### src/rtl/npu_act_mem_arb_if.sv
// Bus bundle for the activation-memory write arbiter and the RGB/activation read-data mux.
interface npu_act_mem_arb_if #(
  parameter int NUM_CH = 32,
  parameter int ADDR_W = 14,
  parameter int DATA_W = 8
);
  localparam int IDX_W = $clog2(NUM_CH);

  logic [NUM_CH-1:0]        hw_mem_wr;
  logic [NUM_CH*ADDR_W-1:0] hw_mem_wr_addr;
  logic [NUM_CH*DATA_W-1:0] hw_mem_wr_data;
  logic [NUM_CH-1:0]        hw_mem_wr_ack_p;
  logic                     wr_stall;
  logic                     npu_act_mem_wr_en;
  logic [ADDR_W-1:0]        npu_act_mem_wr_addr;
  logic [DATA_W-1:0]        npu_act_mem_wr_data;
  logic [IDX_W-1:0]         grant_idx;
  logic                     hw_rgb_mem_rd;
  logic                     hw_act_mem_rd;
  logic                     hw_act_mem_rd_bypass;
  logic [DATA_W-1:0]        npu_rgb_rddata;
  logic [DATA_W-1:0]        npu_act_mem_rd_data;
  logic [DATA_W-1:0]        npu_muxed_rgb_act_mem_rd_data;
  logic                     npu_muxed_rd_valid;

  modport slave (
    input  hw_mem_wr, hw_mem_wr_addr, hw_mem_wr_data, wr_stall,
           hw_rgb_mem_rd, hw_act_mem_rd, hw_act_mem_rd_bypass,
           npu_rgb_rddata, npu_act_mem_rd_data,
    output hw_mem_wr_ack_p, npu_act_mem_wr_en, npu_act_mem_wr_addr,
           npu_act_mem_wr_data, grant_idx,
           npu_muxed_rgb_act_mem_rd_data, npu_muxed_rd_valid
  );

  modport master (
    output hw_mem_wr, hw_mem_wr_addr, hw_mem_wr_data, wr_stall,
           hw_rgb_mem_rd, hw_act_mem_rd, hw_act_mem_rd_bypass,
           npu_rgb_rddata, npu_act_mem_rd_data,
    input  hw_mem_wr_ack_p, npu_act_mem_wr_en, npu_act_mem_wr_addr,
           npu_act_mem_wr_data, grant_idx,
           npu_muxed_rgb_act_mem_rd_data, npu_muxed_rd_valid
  );
endinterface

### src/rtl/npu_act_mem_arb.sv
// Round-robin write arbiter into the activation memory, plus a latency-aligned
// read-data mux selecting pad-zero / RGB / activation read data.
module npu_act_mem_arb #(
  parameter int NUM_CH = 32,
  parameter int ADDR_W = 14,
  parameter int DATA_W = 8,
  parameter int RD_LAT = 1
) (
  input logic              clk,
  input logic              resetn,
  npu_act_mem_arb_if.slave bus
);
  localparam int IDX_W = $clog2(NUM_CH);

  typedef struct packed {
    logic byp;
    logic rgb;
    logic act;
  } rd_req_t;

  logic [NUM_CH-1:0][ADDR_W-1:0] ch_addr;
  logic [NUM_CH-1:0][DATA_W-1:0] ch_data;
  logic [IDX_W-1:0]              gidx_q, win;
  logic                          found, grant;
  logic                          wr_en_q;
  logic [ADDR_W-1:0]             wr_addr_q;
  logic [DATA_W-1:0]             wr_data_q;

  assign ch_addr = bus.hw_mem_wr_addr;
  assign ch_data = bus.hw_mem_wr_data;

  // Visit only requesting channels, starting just after the last winner.
  always_comb begin
    int c;
    c     = 0;
    found = 1'b0;
    win   = gidx_q;
    for (int k = 1; k <= NUM_CH; k++) begin
      c = (int'(gidx_q) + k) % NUM_CH;
      if (!found && bus.hw_mem_wr[IDX_W'(c)]) begin
        found = 1'b1;
        win   = IDX_W'(c);
      end
    end
  end

  assign grant = found && !bus.wr_stall && resetn;

  for (genvar i = 0; i < NUM_CH; i++) begin : g_ack
    assign bus.hw_mem_wr_ack_p[i] = grant && (win == IDX_W'(i));
  end

  always_ff @(posedge clk or negedge resetn) begin
    if (!resetn) begin
      wr_en_q   <= 1'b0;
      wr_addr_q <= '0;
      wr_data_q <= '0;
      gidx_q    <= IDX_W'(NUM_CH - 1);
    end else begin
      wr_en_q <= grant;
      if (grant) begin
        wr_addr_q <= ch_addr[win];
        wr_data_q <= ch_data[win];
        gidx_q    <= win;
      end
    end
  end

  assign bus.npu_act_mem_wr_en   = wr_en_q;
  assign bus.npu_act_mem_wr_addr = wr_addr_q;
  assign bus.npu_act_mem_wr_data = wr_data_q;
  assign bus.grant_idx           = gidx_q;

  // Read control rides a RD_LAT-deep pipe so it meets its data at stage RD_LAT.
  rd_req_t                 rd_in, rd_al;
  rd_req_t [RD_LAT:1]      vld_pipe;
  logic                    rd_any;
  logic [DATA_W-1:0]       rd_sel, rd_data_q;
  logic                    rd_vld_q;

  assign rd_in = '{byp: bus.hw_act_mem_rd_bypass, rgb: bus.hw_rgb_mem_rd,
                   act: bus.hw_act_mem_rd};
  assign rd_al  = vld_pipe[RD_LAT];
  assign rd_any = rd_al.byp | rd_al.rgb | rd_al.act;

  always_comb begin
    rd_sel = bus.npu_act_mem_rd_data;
    if (rd_al.byp)      rd_sel = '0;
    else if (rd_al.rgb) rd_sel = bus.npu_rgb_rddata;
  end

  always_ff @(posedge clk or negedge resetn) begin
    if (!resetn) begin
      vld_pipe  <= '0;
      rd_vld_q  <= 1'b0;
      rd_data_q <= '0;
    end else begin
      vld_pipe[1] <= rd_in;
      for (int s = 2; s <= RD_LAT; s++) vld_pipe[s] <= vld_pipe[s-1];
      rd_vld_q <= rd_any;
      if (rd_any) rd_data_q <= rd_sel;
    end
  end

  assign bus.npu_muxed_rgb_act_mem_rd_data = rd_data_q;
  assign bus.npu_muxed_rd_valid            = rd_vld_q;
endmodule

### src/flat_wrapper.sv
// flat-port wrapper written by rule: the top's interface ports become plain ports
module npu_act_mem_arb_flat 
#(
  parameter int NUM_CH = 32,
  parameter int ADDR_W = 14,
  parameter int DATA_W = 8,
  parameter int RD_LAT = 1
)
  (clk, resetn, bus_hw_mem_wr, bus_hw_mem_wr_addr, bus_hw_mem_wr_data, bus_wr_stall, bus_hw_rgb_mem_rd, bus_hw_act_mem_rd, bus_hw_act_mem_rd_bypass, bus_npu_rgb_rddata, bus_npu_act_mem_rd_data, bus_hw_mem_wr_ack_p, bus_npu_act_mem_wr_en, bus_npu_act_mem_wr_addr, bus_npu_act_mem_wr_data, bus_grant_idx, bus_npu_muxed_rgb_act_mem_rd_data, bus_npu_muxed_rd_valid);
  npu_act_mem_arb_if #(.NUM_CH(NUM_CH), .ADDR_W(ADDR_W), .DATA_W(DATA_W)) bus_i ();
  input logic clk;
  input logic resetn;
  input wire logic [$bits(bus_i.hw_mem_wr)-1:0] bus_hw_mem_wr;
  input wire logic [$bits(bus_i.hw_mem_wr_addr)-1:0] bus_hw_mem_wr_addr;
  input wire logic [$bits(bus_i.hw_mem_wr_data)-1:0] bus_hw_mem_wr_data;
  input wire logic [$bits(bus_i.wr_stall)-1:0] bus_wr_stall;
  input wire logic [$bits(bus_i.hw_rgb_mem_rd)-1:0] bus_hw_rgb_mem_rd;
  input wire logic [$bits(bus_i.hw_act_mem_rd)-1:0] bus_hw_act_mem_rd;
  input wire logic [$bits(bus_i.hw_act_mem_rd_bypass)-1:0] bus_hw_act_mem_rd_bypass;
  input wire logic [$bits(bus_i.npu_rgb_rddata)-1:0] bus_npu_rgb_rddata;
  input wire logic [$bits(bus_i.npu_act_mem_rd_data)-1:0] bus_npu_act_mem_rd_data;
  output wire logic [$bits(bus_i.hw_mem_wr_ack_p)-1:0] bus_hw_mem_wr_ack_p;
  output wire logic [$bits(bus_i.npu_act_mem_wr_en)-1:0] bus_npu_act_mem_wr_en;
  output wire logic [$bits(bus_i.npu_act_mem_wr_addr)-1:0] bus_npu_act_mem_wr_addr;
  output wire logic [$bits(bus_i.npu_act_mem_wr_data)-1:0] bus_npu_act_mem_wr_data;
  output wire logic [$bits(bus_i.grant_idx)-1:0] bus_grant_idx;
  output wire logic [$bits(bus_i.npu_muxed_rgb_act_mem_rd_data)-1:0] bus_npu_muxed_rgb_act_mem_rd_data;
  output wire logic [$bits(bus_i.npu_muxed_rd_valid)-1:0] bus_npu_muxed_rd_valid;
  assign bus_i.hw_mem_wr = bus_hw_mem_wr;
  assign bus_i.hw_mem_wr_addr = bus_hw_mem_wr_addr;
  assign bus_i.hw_mem_wr_data = bus_hw_mem_wr_data;
  assign bus_i.wr_stall = bus_wr_stall;
  assign bus_i.hw_rgb_mem_rd = bus_hw_rgb_mem_rd;
  assign bus_i.hw_act_mem_rd = bus_hw_act_mem_rd;
  assign bus_i.hw_act_mem_rd_bypass = bus_hw_act_mem_rd_bypass;
  assign bus_i.npu_rgb_rddata = bus_npu_rgb_rddata;
  assign bus_i.npu_act_mem_rd_data = bus_npu_act_mem_rd_data;
  assign bus_hw_mem_wr_ack_p = bus_i.hw_mem_wr_ack_p;
  assign bus_npu_act_mem_wr_en = bus_i.npu_act_mem_wr_en;
  assign bus_npu_act_mem_wr_addr = bus_i.npu_act_mem_wr_addr;
  assign bus_npu_act_mem_wr_data = bus_i.npu_act_mem_wr_data;
  assign bus_grant_idx = bus_i.grant_idx;
  assign bus_npu_muxed_rgb_act_mem_rd_data = bus_i.npu_muxed_rgb_act_mem_rd_data;
  assign bus_npu_muxed_rd_valid = bus_i.npu_muxed_rd_valid;
  npu_act_mem_arb #(.NUM_CH(NUM_CH), .ADDR_W(ADDR_W), .DATA_W(DATA_W), .RD_LAT(RD_LAT)) u_core (.clk(clk), .resetn(resetn), .bus(bus_i));
endmodule
### config.mk
export PLATFORM = sky130hd
export DESIGN_NAME = npu_act_mem_arb_flat
export DESIGN_NICKNAME = d
export VERILOG_FILES = /design/src/rtl/npu_act_mem_arb_if.sv /design/src/rtl/npu_act_mem_arb.sv /design/src/flat_wrapper.sv
export SDC_FILE = /design/constraint.sdc
export NUM_CORES = 1
export LEC_CHECK = 0
export ABC_AREA = 1
export CORE_AREA = 2 2 323 325
export CTS_BUF_LIST = sky130_fd_sc_hd__clkbuf_16
export DETAILED_ROUTE_END_ITERATION = 6
export DIE_AREA = 0 0 325 327
export HOLD_SLACK_MARGIN = 0.02
export PLACE_DENSITY_LB_ADDON = 0.05
export SETUP_SLACK_MARGIN = 0.5
export SYNTH_ARGS = -nofsm -noshare
export SYNTH_HDL_FRONTEND = slang
export SYNTH_SLANG_ARGS = --single-unit
### constraint.sdc
create_clock -name clk -period 9.33 [get_ports clk]
set_input_delay 0.933 -clock clk [delete_from_list [all_inputs] [get_ports clk]]
set_output_delay 0.933 -clock clk [all_outputs]
set_load 0.05 [all_outputs]
==> results.txt, run 1 <==
Results of the full flow below.

CTS:
- The run gives the clock network latency to the later pin of the worst-skew pair as between 0.3 and 0.4 ns.
- The number of setup buffers added after CTS is 0.
- The clock tree has to reach ~40 sinks.

Drt:
- The run puts the starting DRC count in detailed routing at 1,519.
- The run gives the top metal layer carrying routed signals as met5.
- After detailed routing, the number of remaining DRC violations is 0.

Global route:
- The run puts the initial antenna violation count at between 50 and 60.
- The run gives the met2 track demand over resource in global routing as between 40% and 50%.
- For this run the aggregate overflow at the end of global routing stands at 0.
- The run gives the global-route wire length before repair as 176,000 µm.

Worst setup path:
- The cell that appears most often on the critical path is sky130_fd_sc_hd__nand2_1.
- The run gives the category of the most critical setup path as register to primary output.
- STA classifies the critical path startpoint as a register.

Place:
- The run gives the detailed placement HPWL as roughly 110,000 µm.

Logic synthesis:
- For this run, the number of Yosys warnings is 0.
- Among all cell types in the netlist, the one instantiated most often is sky130_fd_sc_hd__nand2_1.
- By area, the combinational part of the netlist is dominated by simple AND/OR/NAND/NOR gates.
- Per the post-synthesis stats, the area per cell is between 4 and 5 µm².
- The area recorded from the Yosys report for this design is ~15,000 µm².
- Per the synth stats, the flop cell with the highest instance count is sky130_fd_sc_hd__dfrtp_1.
- The run gives the multiplexer share of the synthesized area as 0.0681%.

Finish:
- The design has approximately 40 sequential cells.
- The run gives the logic share of the area as a little under half.
- The run gives the fraction of area in registers as under 10%.
- The run puts the non-clock buffer instance count of the final layout at about 910.
- Counting the inverters off the clock network in the layout gives 200.
- The run puts the number of logic gates at 2,810.

Run status:
- The run finished with clean final reports.

Die:
- The run puts the total die size at approximately 110,000 µm².
- The run gives the floorplan core density as 14.3%.

Timing:
- Setup repair after global routing left no endpoint under its margin.
- The worst pin sits at a relative slew slack of ~36%.
- The run puts the maximum frequency from static timing analysis at about 130 MHz.
- The run puts the final count of hold timing violations at 0.

Hold path:
- Per the hold report, the tightest min-delay path originates at u_core.bus.npu_act_mem_wr_addr[3].

Job:
- Summing over the stages, the warning tally comes to 39.
### Cell placement, run 1

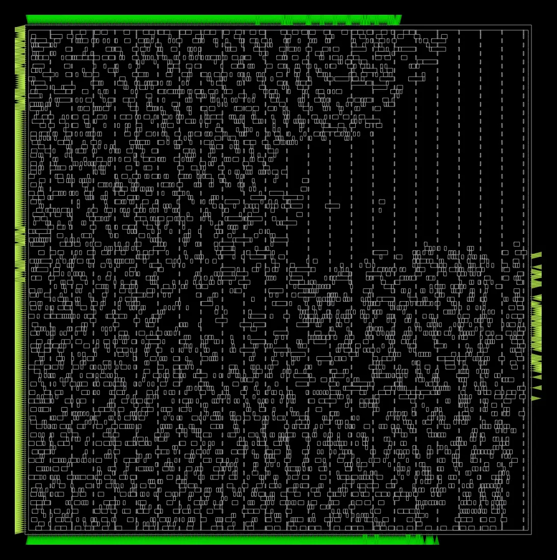
post-route core utilization: 24.2%
total number of placement rows: 118

### Signal wires by layer, run 1

The bar under the picture is 100 µm long.
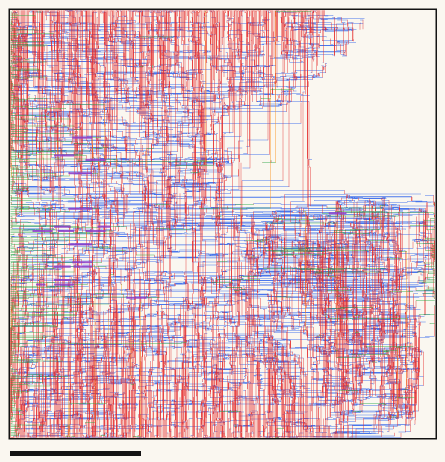
Key: M3 = green [wire length 5,840 µm]; M2 = red [wire length 67.4 mm]; M1 = blue [wire length 52.3 mm]; M5 = purple [wire length 243 µm]; M4 = orange [wire length 1,300 µm]
total wire length after detailed routing: 127,000 µm
total track usage: 23.0%
DR WL/cell: 23.7 µm
routed via count: 22.6k

### M3 wires, run 1

The bar under the picture is 100 µm long.
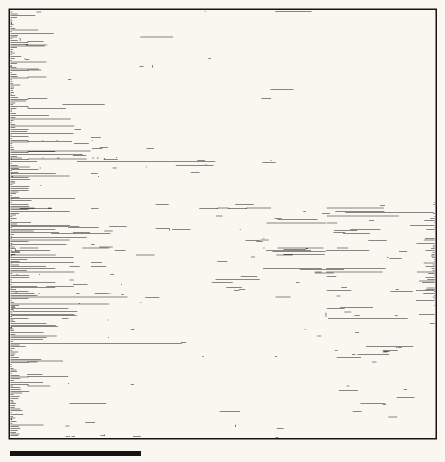
The layer holds 4.6% of the routed length. The wires run mostly horizontal. The layer carries 5,840 µm of wire. The longest straight run is 131 µm. 410 nets have wire on it.
M3 GR Usage: 3.58%

## Run 2: what changed since run 1
--- a/config.mk
+++ b/config.mk
@@ -11,8 +11,10 @@
 export DETAILED_ROUTE_END_ITERATION = 6
 export DIE_AREA = 0 0 325 327
 export HOLD_SLACK_MARGIN = 0.02
-export PLACE_DENSITY_LB_ADDON = 0.05
+export PLACE_DENSITY = 0.41
+export RECOVER_POWER = 50
 export SETUP_SLACK_MARGIN = 0.5
+export SLEW_MARGIN = 5
 export SYNTH_ARGS = -nofsm -noshare
 export SYNTH_HDL_FRONTEND = slang
 export SYNTH_SLANG_ARGS = --single-unit
### The metal 4 layer, run 2

Supply wires on this layer in gray.
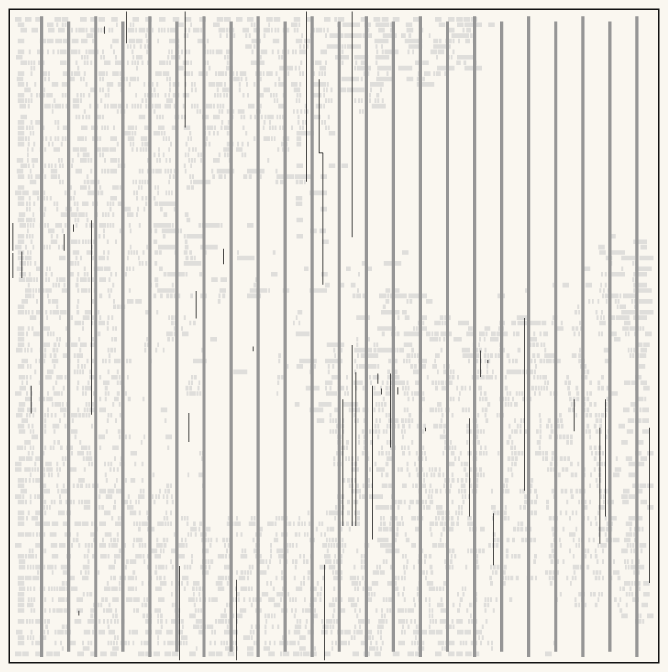
The layer holds 1.2% of the routed length. The longest straight run is 113 µm. The wires run mostly vertical.

### M3 wires, run 2

The bar under the picture is 100 µm long.
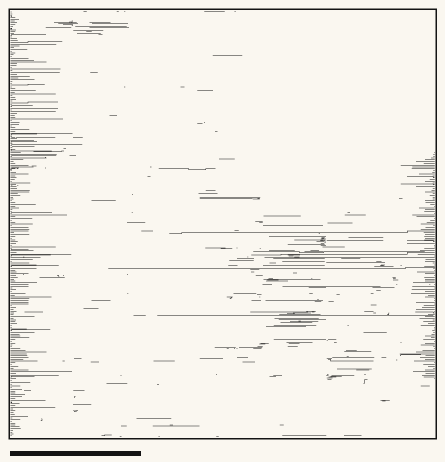
routed via count: 22.7k
total wire length after detailed routing: 118,000 µm

==> run 2 against run 1 <==
Compared with the run above: the flow now finishes with violations (capacitance limit, slew limit); cell area shrank 0.13%; die size is the same; count of clock-buffer cells in the layout unchanged; first-iteration DRC count is 18% higher; synthesized area unchanged; via count increased by 0.59%; sequential cell count stayed put; critical endpoint is now bus_hw_mem_wr_ack_p[26]; highest routed layer unchanged.
==> results.txt, run 2 <==
Results of the full flow below.

Drt:
- For this sky-water flow run, the detailed-routed wirelength per cell is reported as 22.0 µm.
- The run puts the starting DRC count in detailed routing at approximately 1.8k.
- The detailed router used layers up to and including met5.
- The detailed router put a total of about 50,000 µm of wire on met1.
- In the routed design, unresolved DRC markers number 0.
- The count of nets left with antenna violations once routing finished came out at 0.

Global route:
- Overall routing resource usage recorded by global route was between 20% and 30%.
- The run puts the initial antenna violation count at 32.
- The run gives the total global routing overflow as 0.
- The run gives the met2 track demand over resource in global routing as 38.5%.
- For this run, global-route usage on met3 was measured as 3.48%.
- The run gives the global-route wire length before repair as 164,000 µm.

Finish:
- Non-clock inverters in the final layout number roughly 200.
- The run puts the area occupied by registers at slightly above 1000 µm².
- The run gives the number of flip-flops and latches as approximately 40.
- Per the layout report, the design carries 12.2k filler cells.
- Per the cell usage report, the commonest logic cells after layout are 2,096 x sky130_fd_sc_hd__nand2_1, 768 x sky130_fd_sc_hd__clkdlybuf4s50_1, 295 x sky130_fd_sc_hd__nand3_1, 181 x sky130_fd_sc_hd__inv_1, 90 x sky130_fd_sc_hd__nor2_1.
- The run puts the post-route core utilization at about a quarter.
- The run puts the flip-flop count of the largest register after layout at 14.
- The run gives the fraction of area in registers as under 10%.
- The run puts the number of logic gates at 2,810.
- The layout report gives the multi-input gate share of total cell area as 48.1%.
- The run gives the non-clock buffer instance count of the final layout as between 800 and 900.

Logic synthesis:
- Sequential elements use 6.86% of the synthesized area.
- The run puts the AND-OR/OR-AND share of the synthesized area at roughly 8.4%.
- In the synthesized netlist, mux cells make up less than 1% of the area.
- The run puts the average instance area after synthesis at around 4.5 µm².
- The run gives the total of warnings raised by yosys as 0.
- sky130_fd_sc_hd__nand2_1 is the most common cell in the netlist.
- Of the combinational cells, the family taking the most area is simple AND/OR/NAND/NOR gates.
- For this run, the leading register cell type out of synthesis is sky130_fd_sc_hd__dfrtp_1.
- The run gives the xor and xnor fraction of the mapped netlist area as approximately 1.4%.
- In the synthesis report, Yosys lists the chip area as roughly 15,000 µm².

CTS:
- The run gives the number of sinks handled by clock tree synthesis as ~40.
- The run gives the root buffer cell as sky130_fd_sc_hd__clkbuf_16.
- The run gives the clock network latency to the later pin of the worst-skew pair as around 0.31 ns.
- The run puts the number of setup buffers added after CTS at 0.

Worst setup path:
- The most numerous cell type found on the critical path is sky130_fd_sc_hd__nor2_4.
- The worst setup path is of the register to primary output kind.
- STA classifies the critical path startpoint as a register.
- STA reports a reg2reg setup slack of 1.72 ns.
- The run puts the depth of the most critical reg-to-reg path at 44.

Timing:
- The run gives the post-layout period usage of the worst path as between 80 and 90%.
- Setup repair after global routing left no endpoint under its margin.
- The run gives the maximum frequency from static timing analysis as about 130 MHz.
- In the final report, the number of pins over their slew limit comes to approximately 42.
- The final timing report lists a hold violation count of 0.
- The smallest clock period supported by the final layout is computed as between 7 and 8 ns.
- Across all checked pins, the minimum headroom to the slew limit is -86.7%.

Die:
- The run puts the number of core rows at around 120.
- The run puts the total die size at between 100,000 and 150,000 µm².
- The run gives the floorplan core density as 14.3%.

Job:
- The number of warnings reported in the stage logs is 39.
- In this run the maximum-capacitance check reported violations numbering 1.

Run status:
- The final reports fail on capacitance limit, slew limit.
- The run finished, with violations left.

Hold path:
- Looking at hold timing, the worst path starts from u_core.bus.npu_act_mem_wr_addr[12].

Place:
- The run puts the detailed placement HPWL at just under 100,000 µm.
